[src/rtl/memory_cycle_if.sv]
// Data-memory request/grant/response bus between the MEM stage and data memory.
// The MEM stage is the master; the memory (or its arbiter) is the slave.
interface memory_cycle_if;
  logic        dmem_req_o;
  logic        dmem_we_o;
  logic [31:0] dmem_addr_o;
  logic [3:0]  dmem_be_o;
  logic [31:0] dmem_wdata_o;
  logic        dmem_gnt_i;
  logic        dmem_rvalid_i;
  logic [31:0] dmem_rdata_i;

  modport master (
    output dmem_req_o, dmem_we_o, dmem_addr_o, dmem_be_o, dmem_wdata_o,
    input  dmem_gnt_i, dmem_rvalid_i, dmem_rdata_i
  );

  modport slave (
    input  dmem_req_o, dmem_we_o, dmem_addr_o, dmem_be_o, dmem_wdata_o,
    output dmem_gnt_i, dmem_rvalid_i, dmem_rdata_i
  );
endinterface

[src/rtl/memory_cycle.sv]
// MEM stage of the RV32I pipeline: issues data-memory requests, aligns store
// lanes, extracts and extends load data, stalls while an access is in flight,
// and holds the MEM/WB register that feeds writeback.
module memory_cycle (
  input  logic                  clk_i,
  input  logic                  rst_ni,
  input  logic                  valid_M,
  input  logic [31:0]           alu_result_M,
  input  logic [31:0]           store_data_M,
  input  logic [4:0]            rd_addr_M,
  input  logic                  rd_wren_M,
  input  logic                  mem_load_M,
  input  logic                  mem_store_M,
  input  logic [2:0]            funct3_M,
  output logic                  stall_M,
  output logic                  misaligned_o,
  memory_cycle_if.master        dmem,
  output logic                  wb_valid_o,
  output logic [31:0]           wb_result_o,
  output logic [31:0]           wb_ld_data_o,
  output logic [4:0]            wb_rd_addr_o,
  output logic                  wb_rd_wren_o,
  output logic                  wb_mem_load_o
);

  typedef enum logic [1:0] {
    IDLE        = 2'd0,
    WAIT_GNT    = 2'd1,
    WAIT_RVALID = 2'd2
  } state_e;

  state_e      state_q;

  // Request fields captured at issue; held on the bus while waiting for grant
  // and used for lane selection when the read data returns.
  logic [31:0] addr_q;
  logic        we_q;
  logic [3:0]  be_q;
  logic [31:0] wdata_q;
  logic [2:0]  funct3_q;

  logic        mem_op;
  logic        misaligned;
  logic        issue;
  logic        gnt;
  logic        complete;
  logic [1:0]  off;
  logic [3:0]  be_c;
  logic [31:0] wdata_c;
  logic [1:0]  sel_off;
  logic [2:0]  sel_funct3;
  logic [7:0]  ld_byte;
  logic [15:0] ld_half;
  logic [31:0] ld_ext;

  assign mem_op       = valid_M & (mem_load_M | mem_store_M);
  assign issue        = (state_q == IDLE) & mem_op & ~misaligned;
  assign misaligned_o = (state_q == IDLE) & mem_op & misaligned;
  assign gnt          = dmem.dmem_gnt_i & dmem.dmem_req_o;

  // Decode access legality and the byte-lane pattern of the incoming access.
  always_comb begin
    // NOTE: every signal written in always_comb gets a default first, so no path can infer a latch.
    misaligned = 1'b0;
    be_c       = 4'h0;
    wdata_c    = store_data_M;
    off        = alu_result_M[1:0];
    case (funct3_M[1:0])
      2'b00: begin
        be_c    = 4'b0001 << off;
        wdata_c = {4{store_data_M[7:0]}};
      end
      2'b01: begin
        be_c       = 4'b0011 << off;
        wdata_c    = {2{store_data_M[15:0]}};
        misaligned = off[0];
      end
      2'b10: begin
        be_c       = 4'hF;
        misaligned = |off;
      end
      default: misaligned = 1'b1;
    endcase
    // Loads accept only B/H/W/BU/HU; stores only B/H/W.
    if (mem_load_M && funct3_M[2] && funct3_M[1]) misaligned = 1'b1;
    if (mem_store_M && funct3_M[2]) misaligned = 1'b1;
  end

  // Drive the bus from live inputs in IDLE and from the held copy afterwards.
  always_comb begin
    dmem.dmem_req_o   = 1'b0;
    dmem.dmem_we_o    = we_q;
    dmem.dmem_addr_o  = {addr_q[31:2], 2'b00};
    dmem.dmem_be_o    = be_q;
    dmem.dmem_wdata_o = wdata_q;
    case (state_q)
      IDLE: begin
        dmem.dmem_req_o   = issue;
        dmem.dmem_we_o    = mem_store_M;
        dmem.dmem_addr_o  = {alu_result_M[31:2], 2'b00};
        dmem.dmem_be_o    = be_c;
        dmem.dmem_wdata_o = wdata_c;
      end
      WAIT_GNT: dmem.dmem_req_o = 1'b1;
      default:  dmem.dmem_req_o = 1'b0;
    endcase
  end

  // Decide whether the access in flight finishes this cycle; stall otherwise.
  always_comb begin
    complete = 1'b0;
    case (state_q)
      IDLE:        complete = issue & gnt & (mem_store_M | dmem.dmem_rvalid_i);
      WAIT_GNT:    complete = gnt & (we_q | dmem.dmem_rvalid_i);
      WAIT_RVALID: complete = dmem.dmem_rvalid_i;
      default:     complete = 1'b0;
    endcase
    stall_M = (issue | (state_q != IDLE)) & ~complete;
  end

  // Pick the addressed byte/halfword of the returned word and extend it.
  always_comb begin
    sel_off    = (state_q == IDLE) ? alu_result_M[1:0] : addr_q[1:0];
    sel_funct3 = (state_q == IDLE) ? funct3_M : funct3_q;
    ld_byte    = dmem.dmem_rdata_i[{sel_off, 3'b000} +: 8];
    ld_half    = dmem.dmem_rdata_i[{sel_off[1], 4'b0000} +: 16];
    case (sel_funct3)
      3'b000:  ld_ext = {{24{ld_byte[7]}}, ld_byte};
      3'b001:  ld_ext = {{16{ld_half[15]}}, ld_half};
      3'b100:  ld_ext = {24'h0, ld_byte};
      3'b101:  ld_ext = {16'h0, ld_half};
      default: ld_ext = dmem.dmem_rdata_i;
    endcase
  end

  // Access sequencer: IDLE -> (WAIT_GNT) -> (WAIT_RVALID) -> IDLE.
  always_ff @(posedge clk_i or negedge rst_ni) begin
    // NOTE: every flop, including the held request fields, is cleared by the async reset so an abort leaves no stale bus drive.
    if (!rst_ni) begin
      state_q  <= IDLE;
      addr_q   <= '0;
      we_q     <= 1'b0;
      be_q     <= '0;
      wdata_q  <= '0;
      funct3_q <= '0;
    end else begin
      // NOTE: non-blocking assignments so every flop samples pre-edge values regardless of statement order.
      if (issue) begin
        addr_q   <= alu_result_M;
        we_q     <= mem_store_M;
        be_q     <= be_c;
        wdata_q  <= wdata_c;
        funct3_q <= funct3_M;
      end
      case (state_q)
        IDLE:        if (issue && !complete) state_q <= gnt ? WAIT_RVALID : WAIT_GNT;
        WAIT_GNT:    if (gnt) state_q <= complete ? IDLE : WAIT_RVALID;
        WAIT_RVALID: if (dmem.dmem_rvalid_i) state_q <= IDLE;
        default:     state_q <= IDLE;
      endcase
    end
  end

  // MEM/WB register: a finished instruction or a bubble every cycle.
  always_ff @(posedge clk_i or negedge rst_ni) begin
    if (!rst_ni) begin
      wb_valid_o    <= 1'b0;
      wb_result_o   <= '0;
      wb_ld_data_o  <= '0;
      wb_rd_addr_o  <= '0;
      wb_rd_wren_o  <= 1'b0;
      wb_mem_load_o <= 1'b0;
    end else if (complete || (state_q == IDLE && valid_M && !mem_op)) begin
      wb_valid_o    <= 1'b1;
      wb_result_o   <= alu_result_M;
      wb_ld_data_o  <= mem_load_M ? ld_ext : 32'h0;
      wb_rd_addr_o  <= rd_addr_M;
      wb_rd_wren_o  <= rd_wren_M;
      wb_mem_load_o <= mem_load_M;
    end else begin
      wb_valid_o    <= 1'b0;
      wb_result_o   <= '0;
      wb_ld_data_o  <= '0;
      wb_rd_addr_o  <= '0;
      wb_rd_wren_o  <= 1'b0;
      wb_mem_load_o <= 1'b0;
    end
  end

endmodule

[src/flat_wrapper.sv]
// flat-port wrapper written by rule: the top's interface ports become plain ports
module memory_cycle_flat 
  (clk_i, rst_ni, valid_M, alu_result_M, store_data_M, rd_addr_M, rd_wren_M, mem_load_M, mem_store_M, funct3_M, stall_M, misaligned_o, wb_valid_o, wb_result_o, wb_ld_data_o, wb_rd_addr_o, wb_rd_wren_o, wb_mem_load_o, dmem_dmem_req_o, dmem_dmem_we_o, dmem_dmem_addr_o, dmem_dmem_be_o, dmem_dmem_wdata_o, dmem_dmem_gnt_i, dmem_dmem_rvalid_i, dmem_dmem_rdata_i);
  memory_cycle_if dmem_i ();
  input  logic clk_i;
  input  logic rst_ni;
  input  logic valid_M;
  input  logic [31:0] alu_result_M;
  input  logic [31:0] store_data_M;
  input  logic [4:0] rd_addr_M;
  input  logic rd_wren_M;
  input  logic mem_load_M;
  input  logic mem_store_M;
  input  logic [2:0] funct3_M;
  output logic stall_M;
  output logic misaligned_o;
  output logic wb_valid_o;
  output logic [31:0] wb_result_o;
  output logic [31:0] wb_ld_data_o;
  output logic [4:0] wb_rd_addr_o;
  output logic wb_rd_wren_o;
  output logic wb_mem_load_o;
  output wire logic [$bits(dmem_i.dmem_req_o)-1:0] dmem_dmem_req_o;
  output wire logic [$bits(dmem_i.dmem_we_o)-1:0] dmem_dmem_we_o;
  output wire logic [$bits(dmem_i.dmem_addr_o)-1:0] dmem_dmem_addr_o;
  output wire logic [$bits(dmem_i.dmem_be_o)-1:0] dmem_dmem_be_o;
  output wire logic [$bits(dmem_i.dmem_wdata_o)-1:0] dmem_dmem_wdata_o;
  input wire logic [$bits(dmem_i.dmem_gnt_i)-1:0] dmem_dmem_gnt_i;
  input wire logic [$bits(dmem_i.dmem_rvalid_i)-1:0] dmem_dmem_rvalid_i;
  input wire logic [$bits(dmem_i.dmem_rdata_i)-1:0] dmem_dmem_rdata_i;
  assign dmem_dmem_req_o = dmem_i.dmem_req_o;
  assign dmem_dmem_we_o = dmem_i.dmem_we_o;
  assign dmem_dmem_addr_o = dmem_i.dmem_addr_o;
  assign dmem_dmem_be_o = dmem_i.dmem_be_o;
  assign dmem_dmem_wdata_o = dmem_i.dmem_wdata_o;
  assign dmem_i.dmem_gnt_i = dmem_dmem_gnt_i;
  assign dmem_i.dmem_rvalid_i = dmem_dmem_rvalid_i;
  assign dmem_i.dmem_rdata_i = dmem_dmem_rdata_i;
  memory_cycle u_core (.clk_i(clk_i), .rst_ni(rst_ni), .valid_M(valid_M), .alu_result_M(alu_result_M), .store_data_M(store_data_M), .rd_addr_M(rd_addr_M), .rd_wren_M(rd_wren_M), .mem_load_M(mem_load_M), .mem_store_M(mem_store_M), .funct3_M(funct3_M), .stall_M(stall_M), .misaligned_o(misaligned_o), .dmem(dmem_i), .wb_valid_o(wb_valid_o), .wb_result_o(wb_result_o), .wb_ld_data_o(wb_ld_data_o), .wb_rd_addr_o(wb_rd_addr_o), .wb_rd_wren_o(wb_rd_wren_o), .wb_mem_load_o(wb_mem_load_o));
endmodule
[config.mk]
export PLATFORM = sky130hd
export DESIGN_NAME = memory_cycle_flat
export DESIGN_NICKNAME = d
export VERILOG_FILES = /design/src/rtl/memory_cycle_if.sv /design/src/rtl/memory_cycle.sv /design/src/flat_wrapper.sv
export SDC_FILE = /design/constraint.sdc
export NUM_CORES = 1
export LEC_CHECK = 0
export CAP_MARGIN = 20
export CORE_MARGIN = 2
export CORE_UTILIZATION = 30
export CTS_CLUSTER_DIAMETER = 150
export DETAILED_ROUTE_END_ITERATION = 6
export GPL_TIMING_DRIVEN = 0
export HOLD_SLACK_MARGIN = 0.05
export PLACE_DENSITY = 0.62
export SYNTH_ARGS = -nofsm -noshare
export SYNTH_HDL_FRONTEND = slang
export SYNTH_SLANG_ARGS = --single-unit
export TNS_END_PERCENT = 5
[constraint.sdc]
create_clock -name clk_i -period 3.3 [get_ports clk_i]
set_clock_uncertainty 0.05 [all_clocks]
set_input_delay 0.99 -clock clk_i [delete_from_list [all_inputs] [get_ports clk_i]]
set_output_delay 0.99 -clock clk_i [all_outputs]
set_load 0.005 [all_outputs]
==> results_slide.txt <==
Run Summary

Run status
  • Status: completed

Critical path
  • WP data required: 2260 ps
  • Crit. End Element: output port

Clock network
  • Setup bufs post-CTS: 17
  • Sink Count: 146
  • Num CTS Buffers: 17
  • Cts hold-fix bufs: 0

STA
  • Hold slack: 428 ps
  • Final worst-path cycle share: 99.7%

Routing
  • Highest metal used: met5
  • Met2 wire length: 10,700 µm
  • Vias: 6,560

Logic synthesis
  • Ys async rst share: 100%
  • Mapped cell area: 0.00692 mm²
  • Avg Cell Area, Syn: 8.75 µm²
  • Post-synth EDFFs: 0
  • Area leader, netlist: dfrtp_1

Place
  • Dpl cells: 1,329

Cells and area
  • Dominant logic cell type in the layout: nand2_1
  • Comb gates: 588

Power and ir drop
  • Clk pwr share: 34.8%

Floorplanning
  • I/O pins: 256
  • Row cnt: 55
  • Number of well taps: 285

Run
  • Max Cap Viol: 0
  • OpenROAD warning count: 28

Global route
  • Met3 GRT Util: 5.39%
[flip-flops by register name, indices dropped and copies added (netlist names), 2 cells and up]
| name | flops |
|---|---|
| u_core.wb_result_o | 32 |
| u_core.wb_rd_addr_o | 5 |
| u_core.funct3_q | 3 |
| u_core.addr_q | 32 |
| u_core.state_q | 2 |
| u_core.wdata_q | 32 |
| u_core.be_q | 4 |
| u_core.wb_ld_data_o | 32 |
[logic make-up (layout without fill, tap and decap cells)]
kind of cell	Yosys count	count (layout)	synth area share (%)
AND/OR/NAND/NOR	412	412	24.5
flip-flops	146	146	52.8
AND-OR/OR-AND	135	135	12.8
buffers and inverters	58	359	3.85
multiplexers	39	39	5.95
other	1	3	0.0542
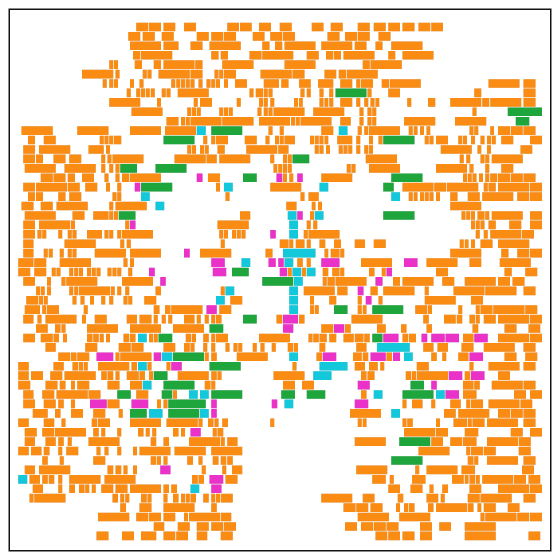
(images/sizing.png)
| color | size | cells | share |
|---|---|---|---|
| cyan | x3 and x4 | 41 | 3.8% |
| orange | x1 and smaller | 961 | 88% |
| green | x6 and larger | 39 | 3.6% |
| magenta | x2 | 52 | 4.8% |
fin area: 0.0107 mm²
Non-clk bufs: 324
Area Growth Syn to Fin: 54.3%
final worst slack: 10.8 ps

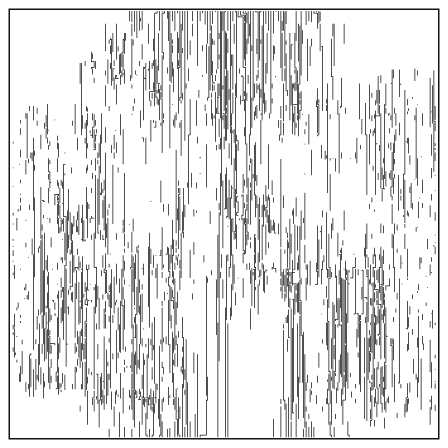
(images/m2.png)
share of all routed wire: 46%
longest straight run: 63.6 µm
wire length on this layer: 10,700 µm
main direction: vertical
nets with wire on the layer: 961

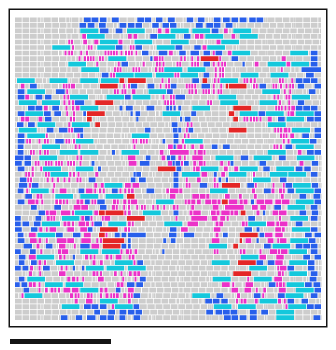
(images/class_map.png)
The bar under the picture is 50 µm long. Fill, decap, tap and diode cells in gray.
| color | class | cells |
|---|---|---|
| cyan | registers | 146 |
| red | clock drivers and dummy loads | 32 |
| blue | remaining buffers and delay cells | 324 |
| magenta | remaining logic cells | 591 |

Power is estimated from default activity; no workload was simulated.
